File: config.mk
export PLATFORM = sky130hd
export DESIGN_NAME = matrix_seq
export DESIGN_NICKNAME = d
export VERILOG_FILES = /design/src/rtl/matrix_seq.sv
export SDC_FILE = /design/constraint.sdc
export NUM_CORES = 1
export LEC_CHECK = 0
export ABC_CLOCK_PERIOD_IN_PS = 5300
export CAP_MARGIN = 20
export CORE_MARGIN = 8
export CORE_UTILIZATION = 39
export CTS_CLUSTER_SIZE = 30
export DETAILED_ROUTE_END_ITERATION = 10
export HOLD_SLACK_MARGIN = 0.15
export RECOVER_POWER = 50
export SYNTH_ARGS = -nofsm -noshare
export SYNTH_HDL_FRONTEND = slang
export SYNTH_SLANG_ARGS = --single-unit
File: constraint.sdc
create_clock -name clk_9m -period 5.3 [get_ports clk_9m]
set_input_delay 0.795 -clock clk_9m [delete_from_list [all_inputs] [get_ports clk_9m]]
set_output_delay 0.795 -clock clk_9m [all_outputs]
set_load 0.03 [all_outputs]
File: src/rtl/matrix_seq.sv
// Command sequencer for a MAX7219-driven 8x8 LED matrix: owns the frame buffer,
// runs init / periodic re-init and row-refresh sequences, and feeds 16-bit words to the shifter.
module matrix_seq #(
  parameter logic [3:0]  INTENSITY     = 4'h8,
  parameter logic [2:0]  SCAN_LIMIT    = 3'd7,
  parameter logic [23:0] REINIT_CYCLES = 24'd9_000_000
) (
  input  logic        clk_9m,
  input  logic        pll_rst,
  input  logic        row_we,
  input  logic [2:0]  row_addr,
  input  logic [7:0]  row_data,
  input  logic        frame_commit,
  output logic [15:0] tx_data,
  output logic        tx_valid,
  input  logic        tx_ready,
  output logic        busy,
  output logic        init_done
);

  typedef enum logic [1:0] { ST_BOOT, ST_IDLE, ST_INIT, ST_REFRESH } state_e;

  localparam logic [3:0] INIT_ROW0 = 4'd5;
  localparam logic [3:0] INIT_LAST = 4'd13;

  state_e      state_q, state_d;
  logic [3:0]  idx_q, idx_d;
  logic [15:0] tx_data_q, tx_data_d;
  logic        tx_valid_q, tx_valid_d;
  logic        init_done_q, init_done_d;
  logic        commit_pend_q, commit_pend_d;
  logic        reinit_pend_q, reinit_pend_d;
  logic [23:0] timer_q, timer_d;

  logic [7:0]  fb_q [8];
  logic [7:0]  shadow_q [8];

  logic        snap;
  logic        xfer;
  logic        enter_init;
  logic        enter_refresh;
  logic [3:0]  nidx;
  logic [2:0]  nrow;

  function automatic logic [15:0] row_word(input logic [2:0] row, input logic [7:0] pix);
    logic [3:0] addr;
    addr = {1'b0, row} + 4'd1;
    return {4'h0, addr, pix};
  endfunction

  function automatic logic [15:0] cfg_word(input logic [3:0] i);
    case (i)
      4'd0:    return 16'h0C00;
      4'd1:    return 16'h0F00;
      4'd2:    return 16'h0900;
      4'd3:    return {8'h0A, 4'h0, INTENSITY};
      4'd4:    return {8'h0B, 5'd0, SCAN_LIMIT};
      default: return 16'h0C01;
    endcase
  endfunction

  // Frame buffer and shadow rows; the shadow copies the buffer's pre-edge value on snap.
  for (genvar gi = 0; gi < 8; gi++) begin : g_row
    always_ff @(posedge clk_9m) begin
      if (pll_rst) begin
        fb_q[gi] <= 8'h00;
      end else if (row_we && (row_addr == 3'(gi))) begin
        fb_q[gi] <= row_data;
      end
    end

    always_ff @(posedge clk_9m) begin
      if (pll_rst) begin
        shadow_q[gi] <= 8'h00;
      end else if (snap) begin
        shadow_q[gi] <= fb_q[gi];
      end
    end
  end

  always_comb begin
    state_d       = state_q;
    idx_d         = idx_q;
    tx_data_d     = tx_data_q;
    tx_valid_d    = tx_valid_q;
    init_done_d   = init_done_q;
    snap          = 1'b0;
    enter_init    = 1'b0;
    enter_refresh = 1'b0;
    xfer          = tx_valid_q & tx_ready;
    nidx          = idx_q + 4'd1;
    nrow          = 3'(nidx - INIT_ROW0);

    case (state_q)
      ST_BOOT: enter_init = 1'b1;
      ST_IDLE: begin
        if (reinit_pend_q) begin
          enter_init = 1'b1;
        end else if (commit_pend_q) begin
          enter_refresh = 1'b1;
        end
      end
      ST_INIT: if (xfer) begin
        if (idx_q == INIT_LAST) begin
          state_d     = ST_IDLE;
          tx_valid_d  = 1'b0;
          init_done_d = 1'b1;
        end else begin
          idx_d = nidx;
          // Row 0 is sent straight from the buffer on the same edge the shadow is loaded.
          if (nidx == INIT_ROW0) begin
            snap      = 1'b1;
            tx_data_d = row_word(3'd0, fb_q[0]);
          end else if ((nidx > INIT_ROW0) && (nidx < INIT_LAST)) begin
            tx_data_d = row_word(nrow, shadow_q[nrow]);
          end else begin
            tx_data_d = cfg_word(nidx);
          end
        end
      end
      ST_REFRESH: if (xfer) begin
        if (idx_q == 4'd7) begin
          state_d    = ST_IDLE;
          tx_valid_d = 1'b0;
        end else begin
          idx_d     = nidx;
          tx_data_d = row_word(nidx[2:0], shadow_q[nidx[2:0]]);
        end
      end
      default: state_d = ST_BOOT;
    endcase

    if (enter_init) begin
      state_d    = ST_INIT;
      idx_d      = 4'd0;
      tx_valid_d = 1'b1;
      tx_data_d  = cfg_word(4'd0);
    end
    if (enter_refresh) begin
      state_d    = ST_REFRESH;
      idx_d      = 4'd0;
      tx_valid_d = 1'b1;
      snap       = 1'b1;
      tx_data_d  = row_word(3'd0, fb_q[0]);
    end
  end

  // A commit arriving on the same edge as a sequence entry survives the clear.
  always_comb begin
    commit_pend_d = frame_commit | (commit_pend_q & ~(enter_init | enter_refresh));
    reinit_pend_d = reinit_pend_q;
    timer_d       = timer_q + 24'd1;
    if (enter_init) begin
      reinit_pend_d = 1'b0;
      timer_d       = 24'd0;
    end else if ((REINIT_CYCLES != 24'd0) && (timer_q == REINIT_CYCLES - 24'd1)) begin
      reinit_pend_d = 1'b1;
      timer_d       = 24'd0;
    end
  end

  always_ff @(posedge clk_9m) begin
    if (pll_rst) begin
      state_q       <= ST_BOOT;
      idx_q         <= 4'd0;
      tx_data_q     <= 16'h0000;
      tx_valid_q    <= 1'b0;
      init_done_q   <= 1'b0;
      commit_pend_q <= 1'b0;
      reinit_pend_q <= 1'b0;
      timer_q       <= 24'd0;
    end else begin
      state_q       <= state_d;
      idx_q         <= idx_d;
      tx_data_q     <= tx_data_d;
      tx_valid_q    <= tx_valid_d;
      init_done_q   <= init_done_d;
      commit_pend_q <= commit_pend_d;
      reinit_pend_q <= reinit_pend_d;
      timer_q       <= timer_d;
    end
  end

  assign tx_data   = tx_data_q;
  assign tx_valid  = tx_valid_q;
  assign init_done = init_done_q;
  assign busy      = (state_q == ST_INIT) || (state_q == ST_REFRESH);

endmodule

==> ci_impl_report.md, run 1 <==
### Metrics collected by this job

| Metric | Value |
|---|---|
| Die Wd | `166 microns` |
| RR Startpoint | `idx_q[1]` |
| Max Cap Viol | `1` |
| Critical Path RT | `approximately 5.6 ns` |
| Row count | `54` |
| Hold EP | `timer_q[0]` |
| Logic power comb | `0.000165 W` |
| Sw Pwr | `0.000742 W` |
| Number of cells in Yosys stat | `720` |
| Cell type with the largest total area | `edfxtp_1` |
| Failing checks | `capacitance limit, slew limit` |
| Dpl cells | `997` |
| Vias/cell | `5.60` |
| Post-route ant nets | `0` |
| P_leak | `between 3 and 4 nW` |
| Asr flop ratio synth | `0` |
| Final Max Tran Viols | `18` |
| Delay-heaviest family, CP | `simple AND/OR/NAND/NOR gates` |
| Commonest Layout Cell | `edfxtp_1` |
| CP bufs+invs | `0` |
| Status | `complete, but fails checks` |
| Max power group | `sequential cells` |
| Post-synthesis area per instance | `12.1 sq um` |
| Synth Area in XOR/XNOR | `0.0308` |
| Top cells excl fill/tap | `128 x edfxtp_1, 64 x nor3b_1, 49 x nor2_1, 45 x and2_1, 45 x dfxtp_1` |
## run 1: layout make-up
| type | instances | area, sq um |
|---|---|---|
| Inverter | 11 | 41.3 |
| Tap cell | 280 | 350 |
| Fill cell | 2006 | 12000 |
| Clock inverter | 15 | 185 |
| Timing Repair Buffer | 47 | 419 |
| Sequential cell | 174 | 4770 |
| Multi-Input combinational cell | 488 | 3660 |
| Clock buffer | 17 | 425 |
## run 1: per-layer routing
| layer | global-route usage | up-vias | part of all wire |
|---|---|---|---|
| li1 | - | 2726 | - |
| met1 | 0.205 | 2806 | 0.47 |
| met2 | 0.219 | 213 | 0.45 |
| met3 | 0.0300 | 31 | 0.065 |
| met4 | 0.0657 | 0 | 0.022 |
| met5 | 0 | - | 0 |
run_1/final_clocks.png
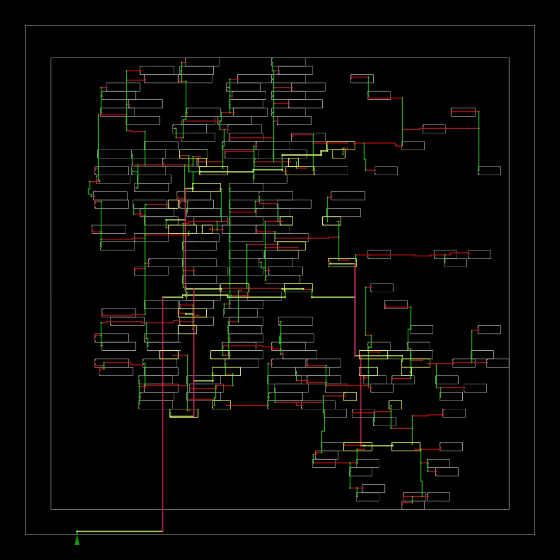
Clock Skew: 0.0161 ns
total CTS buffers: 17
clk pwr: 0.00125 W
clk latency late pin: 0.44 ns

run_1/met3.png
The bar under the picture is 50 microns long.
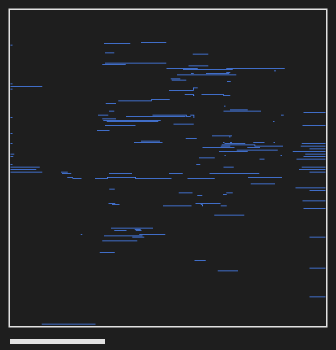
share of all routed wire = 6.5%
wire length on this layer = 1,290 microns
longest straight run = 31.7 microns

run_1/met2.png
The bar under the picture is 50 microns long.
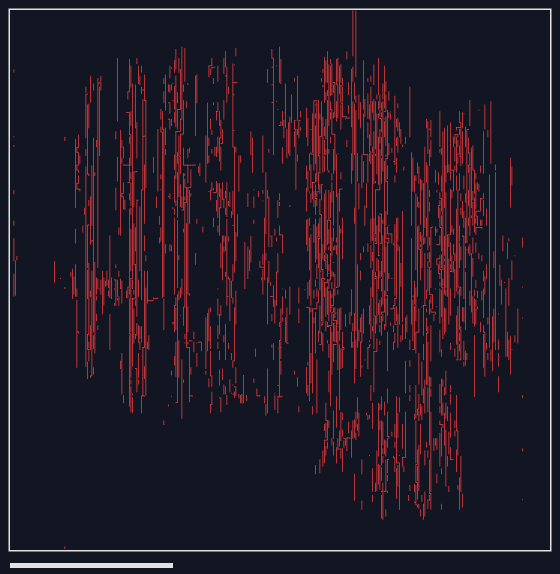
main direction = vertical
nets with wire on the layer = 628
wire length on this layer = 8,830 microns
longest straight run = 67.7 microns
Routed Wire Length: 19.8 mm
GR Layer Usage met2: 0.219
Via Count: 5,776

run_1/met1.png
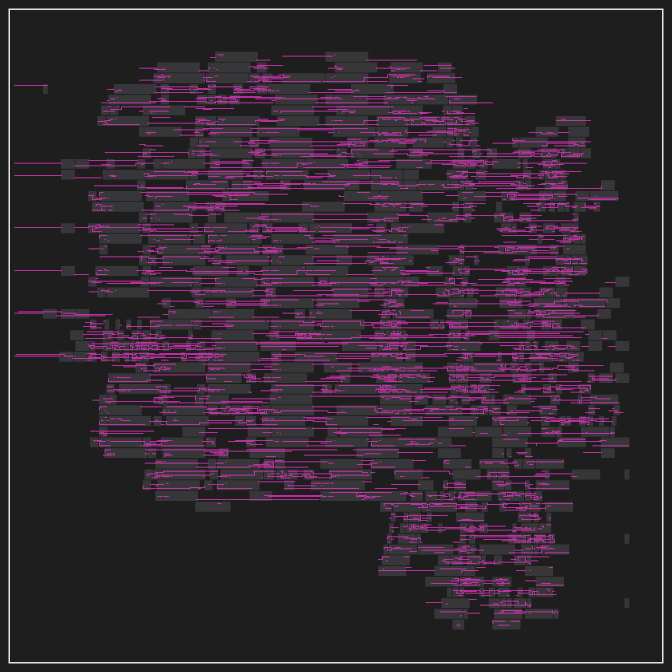

--- run 2 (diff from run 1) ---
--- a/config.mk
+++ b/config.mk
@@ -5,7 +5,7 @@
 export SDC_FILE = /design/constraint.sdc
 export NUM_CORES = 1
 export LEC_CHECK = 0
-export ABC_CLOCK_PERIOD_IN_PS = 5300
+export ABC_CLOCK_PERIOD_IN_PS = 4000
 export CAP_MARGIN = 20
 export CORE_MARGIN = 8
 export CORE_UTILIZATION = 39
==> constraint.sdc (replaced) <==
create_clock -name clk_9m -period 4 [get_ports clk_9m]
set_input_delay 0.6 -clock clk_9m [delete_from_list [all_inputs] [get_ports clk_9m]]
set_output_delay 0.6 -clock clk_9m [all_outputs]
set_load 0.03 [all_outputs]
run_2/met1.png
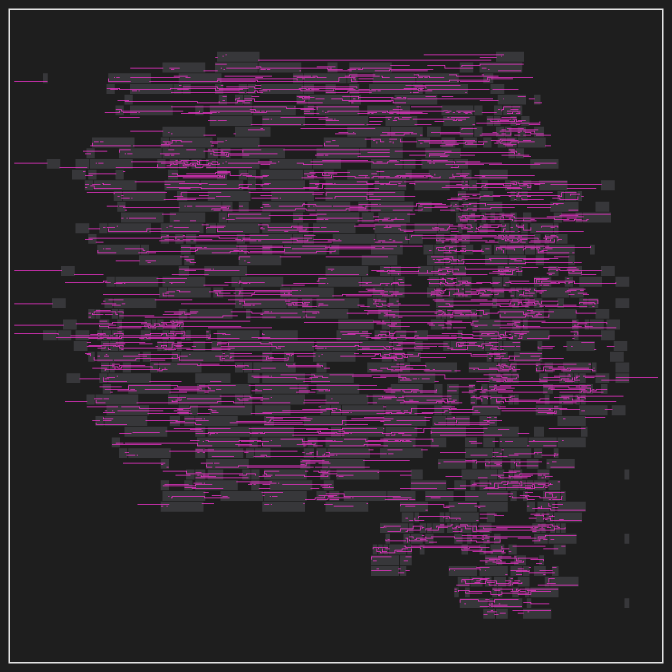
share of all routed wire = 48%
wire length on this layer = 9,640 microns
longest straight run = 59.1 microns
nets with wire on the layer = 714
main direction = horizontal

==> run 2 against run 1 <==
  * The flow still finishes with violations (capacitance limit, slew limit)
  * Register-to-register slack worse by 0.17 ns
  * Core utilization about the same
  * Power up 34%
  * Sequential power up 32%
  * Fmax up 37%
==> ci_impl_report.md, run 2 <==
### Metrics collected by this job

| Metric | Value |
|---|---|
| Vias/cell | `5.62 (was 5.60)` |
| Die Wd | `166 microns (unchanged)` |
| Post-synthesis area per instance | `12.1 sq um (unchanged)` |
| Cell type with the largest total area | `edfxtp_1 (unchanged)` |
| Post-route ant nets | `0 (unchanged)` |
| CP bufs+invs | `2 (was 0)` |
| Iter 0 DRT Violations | `716 (was 583)` |
| Synth Area in XOR/XNOR | `0.0308 (unchanged)` |
| Failing checks | `capacitance limit, slew limit (unchanged)` |
| Max Cap Viol | `1 (unchanged)` |
| Delay-heaviest family, CP | `AND-OR/OR-AND gates (was simple AND/OR/NAND/NOR gates)` |
| Asr flop ratio synth | `0 (unchanged)` |
| Final Max Tran Viols | `50 (was 18)` |
| CTS Buffer Depth | `2 (unchanged)` |
| Critical Path RT | `4.35 ns (was 5.61 ns)` |
| Dpl cells | `1,000 (was 997)` |
| Total CTS buffers | `17 (unchanged)` |
| R2R cell count | `8 (was 6)` |
| Status | `complete, but fails checks (unchanged)` |
| Top cells excl fill/tap | `128 x edfxtp_1, 64 x nor3b_1, 49 x nor2_1, 46 x and2_0, 45 x dfxtp_1 (was 128 x edfxtp_1, 64 x nor3b_1, 49 x nor2_1, 45 x and2_1, 45 x dfxtp_1)` |
| Via Count | `5,799 (was 5,776)` |
| RR Startpoint | `idx_q[1] (unchanged)` |
| P_leak | `3.20 nW (was 3.22 nW)` |
| Routed Wire Length | `20.0 mm (was 19.8 mm)` |
| Number of cells in Yosys stat | `720 (unchanged)` |
run_2/met3.png
The bar under the picture is 50 microns long.
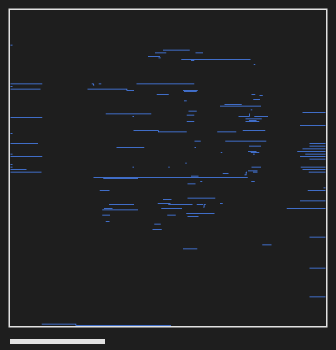
wire length on this layer = 995 microns
main direction = horizontal

## run 2: cell counts after synthesis
Identical to the previous run, type by type.
## run 2: metal layers
layer	global-route usage	vias up	part of all wire
met5	0	-	0
met4	0.0580	0	0.021
met3	0.0273	29	0.050
met2	0.227	171	0.45
met1	0.214	2880	0.48
li1	-	2719	-
## run 2: power by group
part           switching [W]  total, W  internal [W]
logic               0.000137  0.000221     0.0000837
registers          0.0000454   0.00205       0.00201
clock network       0.000750   0.00169      0.000945
total               0.000932   0.00397       0.00304
## run 2: cell type report
class | instances | area (sq um)
well taps | 280 | 350
fillers | 2004 | 12100
repair buffers | 47 | 407
inverters | 11 | 41.3
clock inverters | 14 | 178
multi-input cells | 488 | 3670
flip-flops and latches | 174 | 4770
clock buffers | 17 | 425
No activity file was given, so power comes from the tool's default toggle rates.
